[config.mk]
export PLATFORM = sky130hd
export DESIGN_NAME = piso_stream
export DESIGN_NICKNAME = d
export VERILOG_FILES = /design/src/rtl/piso_stream.sv
export SDC_FILE = /design/constraint.sdc
export NUM_CORES = 1
export LEC_CHECK = 0
export ABC_AREA = 0
export CORE_MARGIN = 5
export CORE_UTILIZATION = 25
export DETAILED_ROUTE_END_ITERATION = 10
export PLACE_DENSITY = 0.56
export SYNTH_ARGS = -nofsm -noshare
export SYNTH_HDL_FRONTEND = slang
export SYNTH_SLANG_ARGS = --single-unit
[constraint.sdc]
create_clock -name clk -period 1.6 [get_ports clk]
set_input_delay 0.4 -clock clk [delete_from_list [all_inputs] [get_ports clk]]
set_output_delay 0.4 -clock clk [all_outputs]
set_load 0.02 [all_outputs]
[src/rtl/piso_stream.sv]
// Parallel-in/serial-out lane converter with valid/ready on both sides.
// Define PISO_MSB_FIRST_EN to emit the highest valid lane first.
module piso_stream #(
  parameter int DATA_WIDTH = 32,
  parameter int NUM_LANES  = 8,
  parameter int LEN_W      = $clog2(NUM_LANES + 1)
) (
  input  logic                            clk,
  input  logic                            rst,
  input  logic                            in_valid,
  output logic                            in_ready,
  input  logic [NUM_LANES*DATA_WIDTH-1:0] in_data,
  input  logic [LEN_W-1:0]                in_len,
  output logic                            out_valid,
  input  logic                            out_ready,
  output logic [DATA_WIDTH-1:0]           out_data,
  output logic                            out_last,
  output logic                            busy
);

  typedef enum logic {
    IDLE  = 1'b0,
    SHIFT = 1'b1
  } state_e;

  localparam logic [LEN_W-1:0] FULL = LEN_W'(NUM_LANES);

  state_e                  state_q, state_d;
  logic [DATA_WIDTH-1:0]   sr_q [NUM_LANES];
  logic [DATA_WIDTH-1:0]   sr_d [NUM_LANES];
  logic [DATA_WIDTH-1:0]   load [NUM_LANES];
  logic [LEN_W-1:0]        rem_q, rem_d;
  logic [LEN_W-1:0]        eff_len;
  logic                    accept;
  logic                    xfer;

  assign out_valid = (state_q == SHIFT);
  assign busy      = out_valid;
  assign out_data  = sr_q[0];
  assign out_last  = out_valid && (rem_q == LEN_W'(1));
  assign in_ready  = !rst && (!out_valid || (out_ready && out_last));
  assign accept    = in_valid && in_ready;
  assign xfer      = out_valid && out_ready;

  // Zero and out-of-range lengths both mean a full word.
  assign eff_len = ((in_len == '0) || (in_len > FULL)) ? FULL : in_len;

  always_comb begin
    for (int k = 0; k < NUM_LANES; k++) begin
      load[k] = '0;
    end
`ifdef PISO_MSB_FIRST_EN
    for (int k = 0; k < NUM_LANES; k++) begin
      if (k < int'(eff_len)) begin
        load[k] = in_data[(int'(eff_len) - 1 - k)*DATA_WIDTH +: DATA_WIDTH];
      end
    end
`else
    for (int k = 0; k < NUM_LANES; k++) begin
      load[k] = in_data[k*DATA_WIDTH +: DATA_WIDTH];
    end
`endif
  end

  always_comb begin
    state_d = state_q;
    rem_d   = rem_q;
    sr_d    = sr_q;
    if (accept) begin
      sr_d    = load;
      rem_d   = eff_len;
      state_d = SHIFT;
    end else if (xfer) begin
      for (int k = 0; k < NUM_LANES - 1; k++) begin
        sr_d[k] = sr_q[k+1];
      end
      sr_d[NUM_LANES-1] = '0;
      rem_d = rem_q - LEN_W'(1);
      if (out_last) begin
        state_d = IDLE;
      end
    end
  end

  always_ff @(posedge clk) begin
    if (rst) begin
      state_q <= IDLE;
      rem_q   <= '0;
      for (int k = 0; k < NUM_LANES; k++) begin
        sr_q[k] <= '0;
      end
    end else begin
      state_q <= state_d;
      rem_q   <= rem_d;
      sr_q    <= sr_d;
    end
  end

endmodule
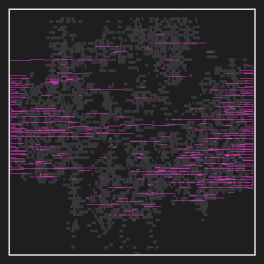
Fig. 1. Metal 3.
Scale: 1 px per um.
share of all routed wire: 6.9%
wire length on this layer: 4,330 um
main direction: horizontal
longest straight run: 83.0 um
nets with wire on the layer: 306
met3 Use GR: 3.78%
Total Wirelength: 63,100 um
Vias: 14,000

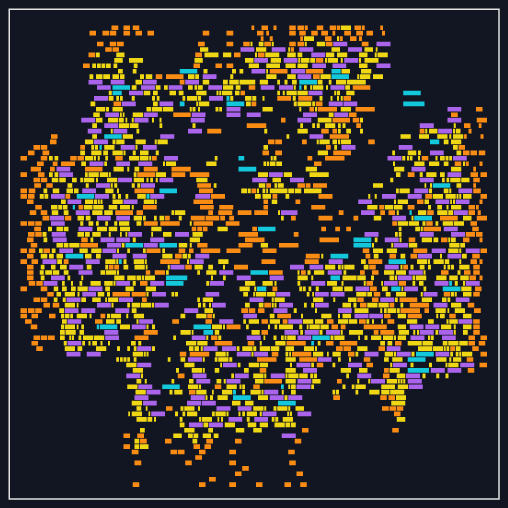
Fig. 2. Placement by cell class.
Scale: 2 px per um.
legend:
  remaining buffers and delay cells:
    colour: orange
    cells: 461
  remaining logic cells:
    colour: yellow
    cells: 1,026
  clock drivers and dummy loads:
    colour: cyan
    cells: 55
  registers:
    colour: purple
    cells: 261

==> per-layer routing <==
metal  up-vias  share of wire [%]  GRT usage, %
met2       585                 48          30.0
li1       6407                  -             -
met1      6963                 43          25.7
met4        10                2.3          5.11
met5         -               0.10             0
met3        83                6.9          3.78
==> cells in the final DEF (no fill, tap or decap), types with 30 or more instances in the layout <==
cell / instances
clkdlybuf4s50_1: 261
dfxtp_1: 258
nand3_1: 225
buf_4: 63
a211oi_2: 102
nand2_1: 224
clkbuf_16: 50
a311oi_2: 221
a211oi_1: 108
buf_12: 41
mux2i_1: 30
nand2b_1: 32
nand3b_1: 32
==> cells by family after synthesis <==
logic type,count (synthesis)
and+or+nand+nor,524
AOI/OAI and AO/OA,460
DFF,261
buffers and inverters,254
muxes,34
xor gates and xnor gates,2
adders and majority gates,2
==> run summary <==
fresh numbers from the pnr run: final worst slack=-432 ps, area leader, netlist=dfxtp_1, dpl cells=approximately 2,400, Max Freq=492 MHz, total grt overflow=0, Worst Hold Path EP=sr_q[14]$_SDFFE_PP0P_, RSZ-0062 raised after global routing=true, Mapped Cells=~1,500, total clock buffers created by CTS=30, Leakage=0.00691 uW, setup_tns=-73,590 ps, Slew Limit Fails=0, MI comb area=between 8000 and 9000 um2, # rows=~85, register bit total from synthesis=~260, worst min-delay path class=input pin to register, final instance area=roughly 21,000 um2, Core Box Area=around 54,000 um2, # IOs=roughly 300, Post-CTS Hold Fix Bufs=0, Final setup viols=264, measured slew at the worst slew-check pin=roughly 730 ps, status=finished, violations left, Critical Path RT=approximately 1200 ps, Clock buf/inv share=a little under 5%, Root Driver=clkbuf_16, mux share=2.49%, clk ins delay skew pair=between 500 and 600 ps, hold path depth=5, failing checks=setup timing, Synth Seq Share=between 30% and 40%, xor+xnor area frac=less than 1%, Synth-to-Final Area Change=56.8%, Top logic family=AND-OR/OR-AND gates, cell family with most CP delay=flip-flops, Initial DRT Pass Iterations=8, Critical R2R Launch=rem_q[1]$_SDFFE_PP0P_, Post-DRT Antenna Nets=0, yosys simple share=around 18%, worst r2r dst=sr_q[221]$_SDFFE_PP0P_, non-filler cells, final=2,512, die area=between 50,000 and 60,000 um2, CTS sink count=approximately 260, Comb area share=41.0%
Power and IR drop assume default switching activity.
